===== src/rtl/if_pkg.sv =====
// Shared constants and types for the instruction-fetch prefetch unit.
// Latency: n/a (types only).
// Backpressure: n/a.
package if_pkg;

    localparam int          XLEN_DEF = 32;
    localparam logic [31:0] INST_NOP = 32'h0000_0013;

    typedef struct packed {
        logic [XLEN_DEF-1:0] addr;
        logic [XLEN_DEF-1:0] inst;
    } fifo_entry_t;

endpackage


===== src/rtl/inst_fifo.sv =====
// Synchronous FIFO with push, pop, clear and occupancy count; power-of-two depth.
// Latency: a pushed entry is visible at dout the cycle after the push (no fall-through).
// Backpressure: push is dropped when full unless a pop happens the same cycle; clear overrides both.
module inst_fifo #(
    parameter int  WIDTH = 64,
    parameter int  DEPTH = 4,
    localparam int AW    = $clog2(DEPTH),
    localparam int CW    = AW + 1
) (
    input  logic             clk,
    input  logic             rst,
    input  logic             push,
    input  logic             pop,
    input  logic             clear,
    input  logic [WIDTH-1:0] din,
    output logic [WIDTH-1:0] dout,
    output logic [CW-1:0]    count,
    output logic             empty,
    output logic             full
);

    logic [WIDTH-1:0] mem [DEPTH];
    logic [AW-1:0]    wr_ptr;
    logic [AW-1:0]    rd_ptr;
    logic             do_push;
    logic             do_pop;

    assign empty   = (count == '0);
    assign full    = (count == CW'(DEPTH));
    assign do_pop  = pop && !empty;
    assign do_push = push && (!full || do_pop);
    assign dout    = mem[rd_ptr];

    // Pointers wrap naturally because DEPTH is a power of two.
    always_ff @(posedge clk or negedge rst) begin
        if (!rst) begin
            wr_ptr <= '0;
            rd_ptr <= '0;
            count  <= '0;
        end else if (clear) begin
            wr_ptr <= '0;
            rd_ptr <= '0;
            count  <= '0;
        end else begin
            if (do_push) wr_ptr <= wr_ptr + 1'b1;
            if (do_pop)  rd_ptr <= rd_ptr + 1'b1;
            count <= count + CW'(do_push) - CW'(do_pop);
        end
    end

    always_ff @(posedge clk) begin
        if (do_push && !clear) mem[wr_ptr] <= din;
    end

endmodule


===== src/rtl/if_prefetch.sv =====
// Pipelined instruction fetch: PC generation, credit-limited ROM requests, prefetch queue to if_id.
// Latency: grant at N, rvalid at N+L -> inst_valid_o at N+L+1. Optional feature: IF_PREFETCH_MISALIGN_EN.
// Backpressure: requests only while queue entries + in-flight responses < FIFO_DEPTH; redirects flush.
module if_prefetch
    import if_pkg::*;
#(
    parameter int              XLEN       = XLEN_DEF,
    parameter logic [XLEN-1:0] RESET_PC   = '0,
    parameter int              FIFO_DEPTH = 4
) (
    input  logic            clk,
    input  logic            rst,
    output logic            rom_req_o,
    output logic [XLEN-1:0] rom_addr_o,
    input  logic            rom_gnt_i,
    input  logic            rom_rvalid_i,
    input  logic [XLEN-1:0] rom_rdata_i,
    input  logic            jump_en_i,
    input  logic [XLEN-1:0] jump_addr_i,
    output logic            inst_valid_o,
    input  logic            inst_ready_i,
    output logic [XLEN-1:0] inst_o,
    output logic [XLEN-1:0] inst_addr_o
`ifdef IF_PREFETCH_MISALIGN_EN
    ,
    output logic            misalign_o
`endif
);

    localparam int CW = $clog2(FIFO_DEPTH) + 1;

    logic [XLEN-1:0] pc;
    logic [XLEN-1:0] resp_pc;
    logic [XLEN-1:0] jump_target;
    logic [CW-1:0]   outstanding;
    logic [CW-1:0]   discard;
    logic [CW-1:0]   fifo_count;
    logic [CW:0]     credit_used;
    logic            run;
    logic            halted;
    logic            grant;
    logic            rvalid;
    logic            push;
    logic            pop;
    logic            fifo_empty;
    logic            fifo_full;
    fifo_entry_t     push_entry;
    fifo_entry_t     head_entry;

`ifdef IF_PREFETCH_MISALIGN_EN
    assign jump_target = jump_addr_i;

    always_ff @(posedge clk or negedge rst) begin
        if (!rst) begin
            halted <= 1'b0;
        end else if (jump_en_i) begin
            halted <= (jump_addr_i[1:0] != 2'b00);
        end
    end

    assign misalign_o = halted;
`else
    assign jump_target = jump_addr_i & ~XLEN'(3);
    assign halted      = 1'b0;
`endif

    // Responses arriving with nothing outstanding belong to a pre-reset ROM transaction.
    assign rvalid      = rom_rvalid_i && (outstanding != '0);
    assign credit_used = {1'b0, fifo_count} + {1'b0, outstanding};
    assign rom_req_o   = run && !jump_en_i && !halted && !fifo_full &&
                         (credit_used < (CW+1)'(FIFO_DEPTH));
    assign rom_addr_o  = pc;
    assign grant       = rom_req_o && rom_gnt_i;
    assign pop         = inst_valid_o && inst_ready_i && !jump_en_i;
    assign push        = rvalid && (discard == '0) && !jump_en_i;

    assign push_entry.addr = XLEN_DEF'(resp_pc);
    assign push_entry.inst = XLEN_DEF'(rom_rdata_i);

    inst_fifo #(
        .WIDTH ($bits(fifo_entry_t)),
        .DEPTH (FIFO_DEPTH)
    ) u_fifo (
        .clk   (clk),
        .rst   (rst),
        .push  (push),
        .pop   (pop),
        .clear (jump_en_i),
        .din   (push_entry),
        .dout  (head_entry),
        .count (fifo_count),
        .empty (fifo_empty),
        .full  (fifo_full)
    );

    assign inst_valid_o = !fifo_empty;
    assign inst_o       = fifo_empty ? XLEN'(INST_NOP) : XLEN'(head_entry.inst);
    assign inst_addr_o  = fifo_empty ? '0 : XLEN'(head_entry.addr);

    // outstanding counts every in-flight response, including those marked for discard,
    // so discard never exceeds outstanding and both stay within FIFO_DEPTH.
    always_ff @(posedge clk or negedge rst) begin
        if (!rst) begin
            run         <= 1'b0;
            pc          <= RESET_PC;
            resp_pc     <= RESET_PC;
            outstanding <= '0;
            discard     <= '0;
        end else begin
            run         <= 1'b1;
            outstanding <= outstanding + CW'(grant) - CW'(rvalid);
            if (jump_en_i) begin
                pc      <= jump_target;
                resp_pc <= jump_target;
                discard <= outstanding - CW'(rvalid);
            end else begin
                if (grant) pc <= pc + XLEN'(4);
                if (push)  resp_pc <= resp_pc + XLEN'(4);
                if (rvalid && (discard != '0)) discard <= discard - 1'b1;
            end
        end
    end

endmodule


===== config.mk =====
export PLATFORM = sky130hd
export DESIGN_NAME = if_prefetch
export DESIGN_NICKNAME = d
export VERILOG_FILES = /design/src/rtl/if_pkg.sv /design/src/rtl/inst_fifo.sv /design/src/rtl/if_prefetch.sv
export SDC_FILE = /design/constraint.sdc
export NUM_CORES = 1
export LEC_CHECK = 0
export CAP_MARGIN = 10
export CORE_UTILIZATION = 50
export CTS_CLUSTER_SIZE = 12
export DETAILED_ROUTE_END_ITERATION = 7
export DONT_BUFFER_PORTS = 1
export HOLD_SLACK_MARGIN = 0.06
export PLACE_DENSITY = 0.74
export SYNTH_ARGS = -nofsm -noshare
export SYNTH_HDL_FRONTEND = slang
export SYNTH_SLANG_ARGS = --single-unit

===== constraint.sdc =====
create_clock -name clk -period 8.15 [get_ports clk]
set_input_delay 2.445 -clock clk [delete_from_list [all_inputs] [get_ports clk]]
set_output_delay 2.445 -clock clk [all_outputs]
set_load 0.02 [all_outputs]

### Floorplan with the power grid, run 1

The bar under the picture is 50 µm long. Pins as bars on the die edge. Tap cells in grey.
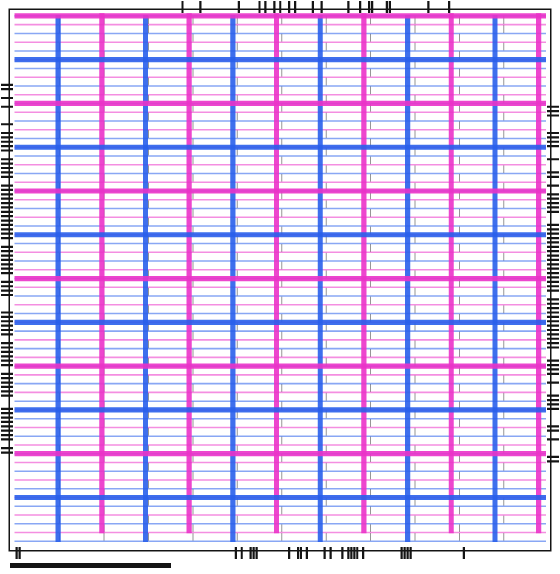
- magenta: VDD
- blue: VSS
- met4 straps: 12
- tap cells: 341

### Wires at chosen ports, followed through buffers, run 1

The bar under the picture is 50 µm long.
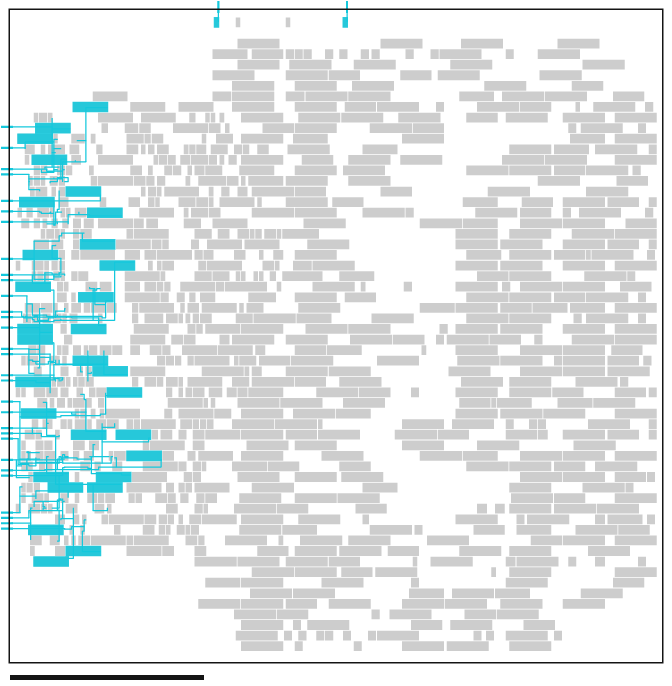
- cyan: rom_addr_o (direction output; edge 30 left, 2 top; end cells 32; buffers 0; wire 1210 µm)

### Placement by cell class, run 1

Fill, decap, tap and diode cells in grey.
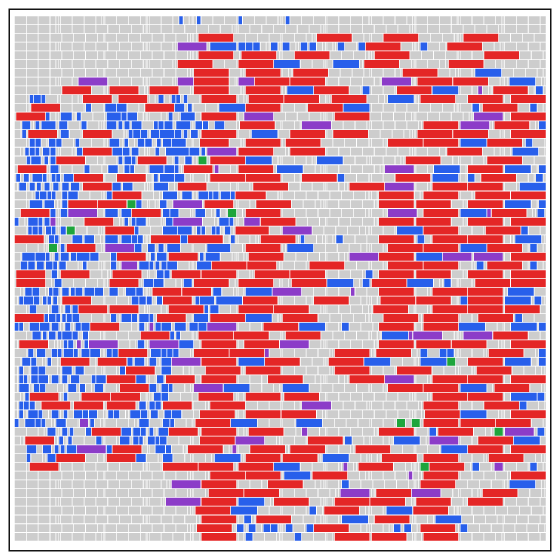
- purple: clock drivers and dummy loads (cells 57; share of their area 7.3%)
- green: remaining buffers and delay cells (cells 10; share of their area 0.51%)
- blue: combinational and other logic (cells 521; share of their area 29%)
- red: sequential cells (cells 322; share of their area 63%)

==> run summary, run 1 <==
Quick summary of the implementation run below.

The number of cells in the finished layout apart from fillers is approximately 1300. Per the synthesis report, the dominant area consumer among library cells is edfxtp_1. The highest layer touched by signal routing is met4. After layout, the design draws a total of about 0.0045 W. STA classifies the critical path endpoint as a primary output. The time the worst path needs with I/O delays and setup came out at approximately 5.8 ns. The area fraction in full adders, half adders and majority gates is under 10%. The number of logic gates came out at between 400 and 500. The area share of buffers outside the clock network is less than 1%. The clock buffer count from CTS is 35. Looking at the VDD voltage map, the peak drop is approximately 0.20 mV. The setup slack of the most critical reg-to-reg path is between 4 and 5 ns.

The deepest level of the CTS H-tree is 2. Among the non-sequential cells, multiplexers take the most area. The count of unresolved DRC violations after routing came out at 0. The achievable clock frequency came out at ~170 MHz. The area of the die came out at roughly 28000 µm². The worst hold path stage count is 1. Dividing the synthesized area by the synthesized cell count gives around 15 µm².

The fraction of standard cell area in multi-input logic is 27.3%. The first global-routing pass estimated roughly 43 mm of wire. By area the synthesized netlist is led by edfxtp_1 (54%), dfrtp_1 (13%), mux4_2 (10%), and2_1 (3.1%), xnor2_1 (1.7%). Yosys reports that the leading cell type by area covers around 54% of the netlist area. The initial cell density of the core came out at 51.0%. The number of enable-type register cells in the synthesized netlist came out at approximately 250. The power density normalized to cell area came out at 299 nW/µm².

The share of flip-flops with an asynchronous set or reset after synthesis is 23.0%. The classification of the worst setup path is primary input to primary output. The run finished with clean final reports. The number of clock buffer instances in the layout came out at roughly 50.

For the final database, setup skew stands at about 0.015 ns. The mux contribution to synthesized area is between 10% and 20%. The xor/xnor share of the synthesized area is under 10%. The number of buffers and inverters on the critical path is 1. The most critical setup path has its endpoint at rom_req_o.

Summing all flip-flop and latch instances after layout gives ~9300 µm². Along the worst path, the maximum fanout reaches approximately 70. The pin closest to its max-slew limit shows a slew of roughly 1.0 ns. The leftover overflow at the end of global routing came out at 0. In this run, power in combinational logic comes to around 0.00098 W. The met3 routed wirelength came out at 2.39 mm.

Per STA, the worst path is made up of or3_1 > nor4_2 > buf_4. The final worst hold slack came out at 0.560 ns. The deepest clock path buffer count is 3. According to the finish report, the design has a final net count of approximately 1000. The synthesis run shows the most used standard cells to be edfxtp_1 (248), dfrtp_1 (74), and2_1 (68).
### Signal metal coverage by tile, run 1

34 x 34 tiles, from dark blue (low) to red (high), scaled to the fullest tile. Values are wire area over tile area, all layers added.
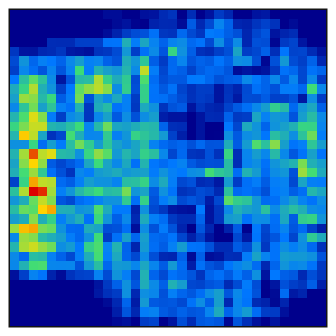

==> run 1 -> run 2 <==
==> constraint.sdc (replaced) <==
create_clock -name clk -period 5.8 [get_ports clk]
set_input_delay 1.74 -clock clk [delete_from_list [all_inputs] [get_ports clk]]
set_output_delay 1.74 -clock clk [all_outputs]
set_load 0.02 [all_outputs]
### Signal metal coverage by tile, run 2

34 x 34 tiles, from dark blue (low) to red (high), scaled to the fullest tile. Values are wire area over tile area, all layers added.
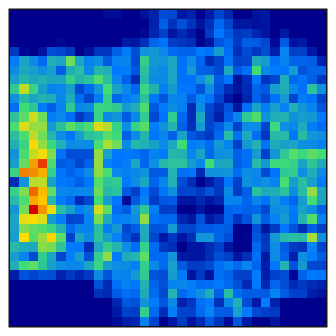
- densest ninth of the die: left middle
- tiles over half the peak: 7.8%
- mean over tiles: 0.16

==> run 2 against run 1 <==
Clock-buffer cell count decreased by 4. Non-clock buffer count increased by 2. Via count increased by 0.12%. Synthesized area unchanged. Routed wire length decreased by 0.65%. Sequential power increased by 39%. Register-to-register slack got worse by 1.9 ns. Critical endpoint unchanged.
==> run summary, run 2 <==
Quick summary of the implementation run below.

The flow ran to the end, and the final reports show no timing, DRC or antenna violations. The main area contributors are edfxtp_1 (54%), dfrtp_1 (13%), mux4_2 (10%), and2_1 (3.1%), xnor2_1 (1.7%). Looking at area per cell type in the netlist, the leader is edfxtp_1. The initial cell density of the core came out at 51.0% (unchanged). The number of buffers and inverters on the critical path is 0 (-1). The worst setup path is captured at a primary output. The number of logic gates was 490 (unchanged). The fraction of standard cell area in multi-input logic is 27.3% (about the same). The clock buffer count from CTS is 34 (-2.9%). The number of post-CTS setup repair buffers is 0.

The power density normalized to cell area is 413 nW/µm² (+38%). The number of cells in the finished layout apart from fillers came out at 1249 (-0.16%). Global routing used 19.6% of the available tracks.

The smallest clock period supported by the final layout is computed as roughly 4.5 ns. The total power of the final layout is 0.00626 W (+38%). The xor/xnor share of the synthesized area came to 2.81% (unchanged).

The number of clock buffer instances in the layout is 47 (-7.8%). The mux contribution to synthesized area was 10.8% (unchanged). The critical path ends at rom_req_o. The number of clock sinks seen by CTS came out at 322. The detailed router used layers up to and including met4. The worst setup path is of the primary input to primary output kind. The final worst clock skew was 0.0167 ns (+0.00137 ns). Per the detail_route report, the via count comes to around 7500.

The share of flip-flops with an asynchronous set or reset after synthesis is 23.0% (unchanged). The largest voltage drop on the vdd net came out at 0.270 mV (+35%). Sorting the synthesized cells by how often they occur yields edfxtp_1 (248), dfrtp_1 (74), and2_1 (68). The met3 routed wirelength is 2.27 mm (-4.9%).

The area fraction in full adders, half adders and majority gates is 1.75% (unchanged). Per the OpenROAD floorplan log, the area of the core is approximately 27000 µm². The count of buffers added on input and output ports is 0.

The worst-margin pin slew came out at 0.933 ns (-0.112 ns). The biggest fanout along the worst timing path is 68 (unchanged). The area of the die came out at 28100 µm² (unchanged).

The first-pass GRT wire length is 42.3 mm (-1.4%). The mean instance size in the synthesized netlist was 15.5 µm² (unchanged). The area share of buffers outside the clock network is 0.926% (+0.43 points). The achievable clock frequency is around 220 MHz.

The deepest level of the CTS H-tree is 2 (unchanged). The synthesis run identifies the leading combinational cell family as multiplexers. The setup slack of the most critical reg-to-reg path is 2.30 ns (-1.87 ns). The final worst hold slack came to 0.562 ns (+0.00277 ns).

After layout, the buffer instance count without clock buffers stands at 12. For reference, the critical path cell chain is or3_1 > nor4_2. The leftover overflow at the end of global routing came out at 0 (unchanged). The count of nets after finishing came to 979 (+0.10%). The power consumed by combinational cells was 0.00142 W (+44%).

The share of Yosys cell area claimed by the top area cell type was 54.2% (unchanged). Looking at the critical path, the single cell with the biggest stage delay is nor4_2.
### Wires at chosen ports, followed through buffers, run 2

The bar under the picture is 50 µm long.
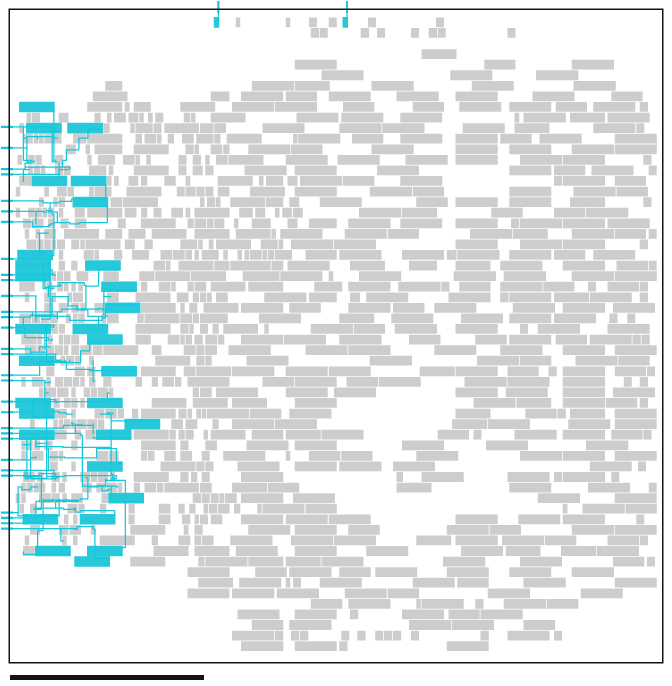

==> run 2 -> run 3 <==
==> constraint.sdc (replaced) <==
create_clock -name clk -period 4.65 [get_ports clk]
set_input_delay 1.395 -clock clk [delete_from_list [all_inputs] [get_ports clk]]
set_output_delay 1.395 -clock clk [all_outputs]
set_load 0.02 [all_outputs]
### Wires at chosen ports, followed through buffers, run 3

The bar under the picture is 50 µm long.
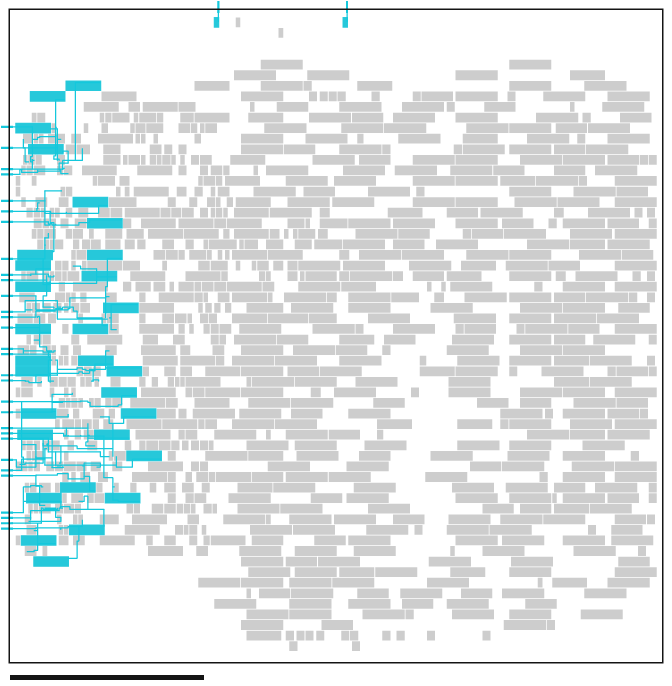
number of I/O port buffers: 0
count of pins on the block boundary: 168

==> run 3 against run 2 <==
Setup slack got worse by 0.44 ns. Routed wire length increased by 0.51%. Sequential cell count unchanged. Cell count increased by 0.64%. Largest power group unchanged. Highest routed layer unchanged.
==> run summary, run 3 <==
Quick summary of the implementation run below.

The area share of buffers outside the clock network is 1.22% (+0.30 points). The leftover overflow at the end of global routing is 0 (unchanged). The total power of the final layout is 0.00782 W (+25%).

The number of clock buffer instances in the layout is 48 (+2.1%). The core outline area is 27000 µm² (unchanged). The highest routing layer actually used is met4.

The number of clock sinks seen by CTS is 322 (unchanged). The number of logic gates is 490 (unchanged). The deepest level of the CTS H-tree was 2 (unchanged). The biggest area contributor in the post-synthesis netlist is edfxtp_1.

The number of cells in the finished layout apart from fillers came out at 1257 (+0.64%). The largest voltage drop on the vdd net is 0.248 mV (-8.0%). The total routing usage reported by global routing is 19.6% (+0.090 points). The setup slack of the most critical reg-to-reg path is 1.65 ns (-0.65 ns). The mean instance size in the synthesized netlist is 15.5 µm² (unchanged). The share of Yosys cell area claimed by the top area cell type was 54.2% (unchanged).

The biggest fanout along the worst timing path came out at 22 (-68%). The met3 routed wirelength came out at 2.38 mm (+4.6%). The flow ran to the end, and the final reports show no timing, DRC or antenna violations. The share of flip-flops with an asynchronous set or reset after synthesis is 23.0% (unchanged).

The number of signal-net buffers in the layout is 18 (+6). The first-pass GRT wire length came to 42.5 mm (+0.47%). The xor/xnor share of the synthesized area came to 2.81% (unchanged). The number of post-CTS setup repair buffers is 0 (unchanged). The count of nets after finishing came out at 985 (+0.61%).

The mux contribution to synthesized area came out at 10.8% (unchanged).
Power figures rest on the tool's default switching activity, not on a simulated workload.
